==> images/gate_families.png <==
Drawn at 2 px/um.
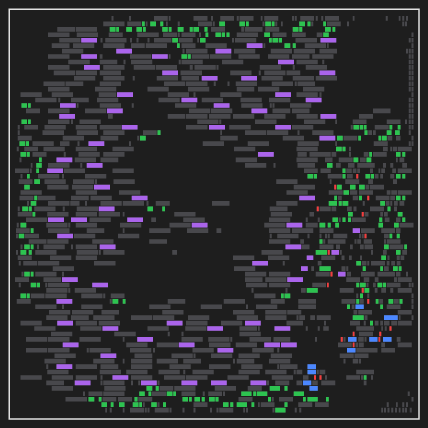
==> images/final_congestion.png <==
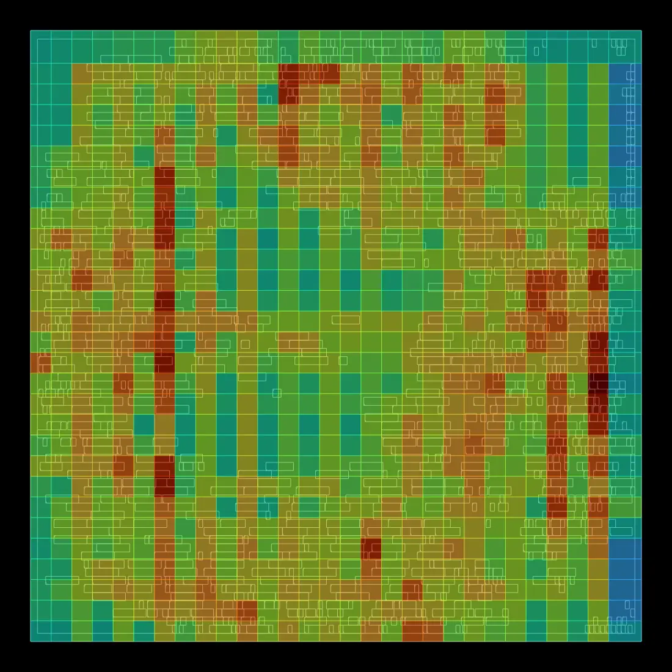
==> images/registers.png <==
Drawn at 2 px/um.
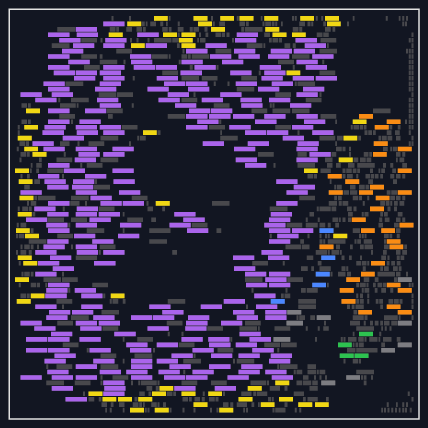
<file path="src/rtl/writeback_stage.sv">
// writeback_stage
//
// Final pipeline stage. Merges ALU results and memory (load) results onto the
// register file's single write port. Load results are always queued in a small
// FIFO; ALU results win arbitration unless the FIFO has been passed over
// STARVE_LIMIT times in a row, in which case the FIFO head is forced out.
// The selected result is registered, giving a fixed one-cycle accept-to-write
// latency. Writes to x0 are consumed but never reach the register file.
//
// Optional feature: define WB_FORWARD_EN to expose the selected result
// combinationally on fwd_*_o so decode can bypass one cycle early. Without
// the macro fwd_*_o are tied to zero.
//
// Ports:
//   clk, reset      clock, synchronous active-high reset
//   alu_*           ALU result handshake (valid/ready, rd, data)
//   mem_*           load result handshake into the FIFO (valid/ready, rd, data)
//   write_*_o       registered register-file write port
//   wb_count_o      committed non-x0 writes, wraps at 2^32
//   fifo_level_o    current FIFO occupancy
//   fwd_*_o         same-cycle forwarding of the selected result

module writeback_stage #(
  parameter int unsigned DATA_WIDTH   = 64,
  parameter int unsigned ADDR_WIDTH   = 5,
  parameter int unsigned FIFO_DEPTH   = 4,
  parameter int unsigned STARVE_LIMIT = 8
) (
  input  logic                          clk,
  input  logic                          reset,
  // ALU result path
  input  logic                          alu_valid_i,
  output logic                          alu_ready_o,
  input  logic [ADDR_WIDTH-1:0]         alu_rd_i,
  input  logic [DATA_WIDTH-1:0]         alu_data_i,
  // Memory result path
  input  logic                          mem_valid_i,
  output logic                          mem_ready_o,
  input  logic [ADDR_WIDTH-1:0]         mem_rd_i,
  input  logic [DATA_WIDTH-1:0]         mem_data_i,
  // Register file write port
  output logic                          write_enable_o,
  output logic [ADDR_WIDTH-1:0]         write_addr_o,
  output logic [DATA_WIDTH-1:0]         write_data_o,
  // Status
  output logic [31:0]                   wb_count_o,
  output logic [$clog2(FIFO_DEPTH):0]   fifo_level_o,
  // Forwarding
  output logic                          fwd_valid_o,
  output logic [ADDR_WIDTH-1:0]         fwd_addr_o,
  output logic [DATA_WIDTH-1:0]         fwd_data_o
);

  localparam int unsigned PtrW   = $clog2(FIFO_DEPTH);
  localparam int unsigned LevelW = PtrW + 1;
  localparam int unsigned CntW   = $clog2(STARVE_LIMIT + 1);
  localparam int unsigned EntW   = ADDR_WIDTH + DATA_WIDTH;

  localparam logic [LevelW-1:0] LevelFull = LevelW'(FIFO_DEPTH);
  localparam logic [CntW-1:0]   CntLimit  = CntW'(STARVE_LIMIT);

  // ---------------------------------------------------------------------------
  // State
  // ---------------------------------------------------------------------------
  logic [EntW-1:0]       fifo_mem_q [FIFO_DEPTH];
  logic [PtrW-1:0]       wr_ptr_q, wr_ptr_d;
  logic [PtrW-1:0]       rd_ptr_q, rd_ptr_d;
  logic [LevelW-1:0]     level_q, level_d;
  logic [CntW-1:0]       starve_cnt_q, starve_cnt_d;

  logic                  we_q, we_d;
  logic [ADDR_WIDTH-1:0] waddr_q, waddr_d;
  logic [DATA_WIDTH-1:0] wdata_q, wdata_d;
  logic [31:0]           wb_count_q, wb_count_d;

  // ---------------------------------------------------------------------------
  // Arbitration
  // ---------------------------------------------------------------------------
  logic                  fifo_empty;
  logic                  starve;
  logic                  alu_sel;
  logic                  fifo_pop;
  logic                  fifo_push;
  logic                  sel_valid;
  logic [ADDR_WIDTH-1:0] sel_rd;
  logic [DATA_WIDTH-1:0] sel_data;
  logic [ADDR_WIDTH-1:0] head_rd;
  logic [DATA_WIDTH-1:0] head_data;
  logic                  sel_commit;

  assign fifo_empty = (level_q == '0);
  assign starve     = !fifo_empty && (starve_cnt_q == CntLimit);

  assign alu_ready_o = !starve;
  // Readiness comes from registered occupancy only: a full FIFO refuses a
  // push even if it pops in the same cycle.
  assign mem_ready_o = (level_q != LevelFull);

  assign alu_sel   = alu_valid_i && alu_ready_o;
  assign fifo_pop  = !alu_sel && !fifo_empty;
  assign fifo_push = mem_valid_i && mem_ready_o;

  assign {head_rd, head_data} = fifo_mem_q[rd_ptr_q];

  always_comb begin
    sel_valid = alu_sel || fifo_pop;
    sel_rd    = head_rd;
    sel_data  = head_data;
    if (alu_sel) begin
      sel_rd   = alu_rd_i;
      sel_data = alu_data_i;
    end
  end

  // x0 results are consumed but dropped.
  assign sel_commit = sel_valid && (sel_rd != '0);

  // ---------------------------------------------------------------------------
  // FIFO next state
  // ---------------------------------------------------------------------------
  always_comb begin
    wr_ptr_d = wr_ptr_q;
    rd_ptr_d = rd_ptr_q;
    level_d  = level_q;
    if (fifo_push) begin
      wr_ptr_d = wr_ptr_q + PtrW'(1);
    end
    if (fifo_pop) begin
      rd_ptr_d = rd_ptr_q + PtrW'(1);
    end
    // Simultaneous push and pop cancel out.
    level_d = level_q + LevelW'(fifo_push) - LevelW'(fifo_pop);
  end

  // ---------------------------------------------------------------------------
  // Starvation counter: counts ALU wins while loads are waiting.
  // ---------------------------------------------------------------------------
  always_comb begin
    starve_cnt_d = starve_cnt_q;
    if (fifo_empty || fifo_pop) begin
      starve_cnt_d = '0;
    end else if (alu_sel && (starve_cnt_q != CntLimit)) begin
      starve_cnt_d = starve_cnt_q + CntW'(1);
    end
  end

  // ---------------------------------------------------------------------------
  // Output register next state
  // ---------------------------------------------------------------------------
  always_comb begin
    we_d       = sel_commit;
    waddr_d    = waddr_q;
    wdata_d    = wdata_q;
    wb_count_d = wb_count_q;
    // Address/data only move on a real write; idle and x0 cycles hold them.
    if (sel_commit) begin
      waddr_d    = sel_rd;
      wdata_d    = sel_data;
      // Counted at the edge that raises write_enable so the count already
      // includes the write being presented.
      wb_count_d = wb_count_q + 32'd1;
    end
  end

  // ---------------------------------------------------------------------------
  // Sequential state
  // ---------------------------------------------------------------------------
  always_ff @(posedge clk) begin
    if (reset) begin
      wr_ptr_q     <= '0;
      rd_ptr_q     <= '0;
      level_q      <= '0;
      starve_cnt_q <= '0;
      we_q         <= 1'b0;
      waddr_q      <= '0;
      wdata_q      <= '0;
      wb_count_q   <= '0;
    end else begin
      wr_ptr_q     <= wr_ptr_d;
      rd_ptr_q     <= rd_ptr_d;
      level_q      <= level_d;
      starve_cnt_q <= starve_cnt_d;
      we_q         <= we_d;
      waddr_q      <= waddr_d;
      wdata_q      <= wdata_d;
      wb_count_q   <= wb_count_d;
    end
  end

  // Storage needs no reset: entries are only visible through level_q.
  always_ff @(posedge clk) begin
    if (!reset && fifo_push) begin
      fifo_mem_q[wr_ptr_q] <= {mem_rd_i, mem_data_i};
    end
  end

  assign write_enable_o = we_q;
  assign write_addr_o   = waddr_q;
  assign write_data_o   = wdata_q;
  assign wb_count_o     = wb_count_q;
  assign fifo_level_o   = level_q;

  // ---------------------------------------------------------------------------
  // Forwarding
  // ---------------------------------------------------------------------------
`ifdef WB_FORWARD_EN
  assign fwd_valid_o = sel_commit;
  assign fwd_addr_o  = sel_rd;
  assign fwd_data_o  = sel_data;
`else
  assign fwd_valid_o = 1'b0;
  assign fwd_addr_o  = '0;
  assign fwd_data_o  = '0;
`endif

endmodule

</file>
<file path="config.mk">
export PLATFORM = sky130hd
export DESIGN_NAME = writeback_stage
export DESIGN_NICKNAME = d
export VERILOG_FILES = /design/src/rtl/writeback_stage.sv
export SDC_FILE = /design/constraint.sdc
export NUM_CORES = 1
export LEC_CHECK = 0
export CAP_MARGIN = 20
export CORE_MARGIN = 2
export CORE_UTILIZATION = 40
export DETAILED_ROUTE_END_ITERATION = 16
export DONT_BUFFER_PORTS = 1
export PLACE_DENSITY = 0.59
export SLEW_MARGIN = 20
export SYNTH_ARGS = -nofsm -noshare
export SYNTH_HDL_FRONTEND = slang
export SYNTH_SLANG_ARGS = --single-unit
</file>
<file path="constraint.sdc">
create_clock -name clk -period 8.1 [get_ports clk]
set_input_delay 1.62 -clock clk [delete_from_list [all_inputs] [get_ports clk]]
set_output_delay 1.62 -clock clk [all_outputs]
set_load 0.005 [all_outputs]
</file>
==> git commit body <==
Store results of the implementation flow

- In the Yosys report, the sequential cells make up 66.1% of the chip area.
- Power consumed by the clock network: roughly 2.0 mW
- Average vias per placed instance: between 5 and 6
- The min-delay analysis places its worst path in the category reg -> reg.
- Headroom to the max-slew limit: around 31%
- Area fraction of clock buffers and clock inverters: 8.14%
- Startpoint types: flip-flop
- Leakage: 5.71 nW
- The flow ran to the end, and the final reports show no timing, DRC or antenna violations.
* Clock Latency Late Sink: ~0.56 ns
- Transition at the pin with the smallest max-transition slack: about 1.0 ns
- Data arrival at the endpoint of the critical path: around 4.6 ns
* Cell group occupying the most layout area: flip-flops and latches
- Per the run summary, max-cap violations total 0.
- The initial antenna violation count was 0.
* DRC violation total after the first TritonRoute iteration: about 640
- On the final layout, the worst hold slack is between 0.4 and 0.5 ns.
- The register with the most flip-flops in the layout has approximately 280 of them.
* # fillers: about 3600
* Post-synth regs: between 300 and 400
- Dominant cell area share: between 50% and 60%
- The region available for standard cell placement spans roughly 0.04 mm2.
- The worst register-to-register path has a depth of 6.
* CTS buffer count: around 43
- Number of sinks on the clock net: 391
- CP max-delay cell: sky130_fd_sc_hd__nand3_4
- In this run the cell area of the synthesized design comes to about 0.016 mm2.
* Most frequent logic cells in the routed design: sky130_fd_sc_hd__edfxtp_1 (276), sky130_fd_sc_hd__nand2_1 (144), sky130_fd_sc_hd__dfxtp_1 (113), sky130_fd_sc_hd__a21oi_1 (98), sky130_fd_sc_hd__conb_1 (70)
* Power in combinational cells: just under 0.9 mW
- Critical Path Sink Type: flip-flop
- The setup path with the least slack is of type reg -> reg.
* Total power density per cell area: between 300 and 400 mW/mm2
- Per the detail_route log, met2 wirelength is 17.6 mm.
- Before placement the cells fill approximately 40% of the core.
* Part of the total power dissipated in sequential elements: a little under half
- Leading register cell type out of synthesis: sky130_fd_sc_hd__edfxtp_1
- P_sw: approximately 1.4 mW
- The script parses the final routing iteration and logs DRC violations as 0.
- For this block, wires on met1 add up to 15.5 mm.
- Pin count of the biggest net entering global routing: 117
* Post-DR wirelength/cell: ~22 um
- Number of cell instances after yosys synthesis: 1116
* H-tree levels: 2
- Synthesis produced a netlist whose cell count is about 1100.
* Die W: a little over 200 um
* Drt pass-1 iters: 5
- Final non-clock buffer share: less than 1%
- IR analysis of the VDD net gives a maximum drop of between 0.15 and 0.2 mV.
* Max Clock Skew: about 0.017 ns
* Slowest stage delay, CP: 0.87 ns
- In the global route stage, met1 resource usage came out at between 20% and 30%.
- Register-to-register setup slack: 3.94 ns
* Clock network power share: 36.5%
* Top cells by area: sky130_fd_sc_hd__edfxtp_1 (52%), sky130_fd_sc_hd__dfxtp_1 (14%), sky130_fd_sc_hd__mux4_2 (9.7%)
* Total setup buffers inserted after CTS: 0
* Global-route track usage on met2: 28.8%
- Placed cell count: 1572
- The final antenna diode tally reported by the flow is 0.
- The design received a total of between 500 and 600 well taps at floorplan.
- Switching part of the total: a little over a quarter
- The layout has 19 inverters outside the clock class.
- Number of buffers on the longest clock path: 3
* Final non-filler cell area: 0.0177 mm2
- The routed layout has a little over 9000 vias.
- Of the total synthesized cell area, the portion taken by AND, OR, NAND and NOR gates is just under 8%.
- Biggest consumer: sequential cells
- Peak clock frequency supported by timing: approximately 240 MHz
- Cell area reported after detailed placement: 0.0162 mm2
- The total overflow left after global routing is 0.
* Unique masters post-synth: between 50 and 60
* Critical-path cell list: buf_4 > mux4_2 > nor4_1 > nand3_4 > and3_1 > mux2_2
- All stages included, the depth of the critical timing path comes to 6.
* Most common library cells after synthesis: sky130_fd_sc_hd__edfxtp_1 (276), sky130_fd_sc_hd__nand2_1 (144), sky130_fd_sc_hd__dfxtp_1 (115), sky130_fd_sc_hd__a21oi_1 (98), sky130_fd_sc_hd__buf_4 (74)
* Clock buffer count: around 64
* Total power: between 5 and 6 mW
- In this run the worst setup path terminates at wb_count_o[6].
- MUX area fraction: about a tenth
* Wire length after detailed routing: around 37 mm
* Adder Share, Synth: 0.828%
- The report puts the hold buffer count at CTS at 0.
- Hold Path End: starve_cnt_q[0]
* Tool warnings: 32
* Buffers, non-clock: 10
- Warnings reported by Yosys during synthesis add up to 0.
- Die area: between 0.04 and 0.05 mm2
- Setup slack on the worst path after placement came out at ~3.9 ns.
- Grouping stages by cell kind, the critical path spends the most delay in simple AND/OR/NAND/NOR gates.
- The end-of-flow timing check tallies setup violations at 0.
- Summed over all instances, the cell type with the most area after synthesis is sky130_fd_sc_hd__edfxtp_1.
- Counting instances, the worst hold path has a depth of 1.
* Worst-path clk slew: around 0.060 ns
* Final total negative setup slack: 0 ns
About gate_families.png:
| color | family | cells |
|---|---|---|
| red | inverters | 19 |
| purple | multiplexers | 74 |
| blue | adder and majority cells | 10 |
| green | inverting AOI/OAI gates | 203 |
multi-input logic portion of the cell area: 27.3%
leading cell type in the layout, fill and taps excluded: sky130_fd_sc_hd__edfxtp_1
number of non-filler instances in the completed layout: 1651

About final_congestion.png:
final core occ: 44.6%
layer carrying the most global-route usage: met2
met3 global-route usage: 5.29%
aggregate global-route resource usage: 17.6%

About registers.png:
| color | netlist name | sequential cells |
|---|---|---|
| green | starve_cnt_q | 4 |
| orange | wb_count_o | 32 |
| purple | fifo_mem_q | 276 |
| yellow | write_data_o | 64 |
| blue | write_addr_o | 5 |
not colored: 10
power attributed to sequential cells: 2.54 mW
Seq. cell area: 0.0106 mm2
register fraction of the total cell area: 60.0%

No activity file was given, so power comes from the tool's default toggle rates.
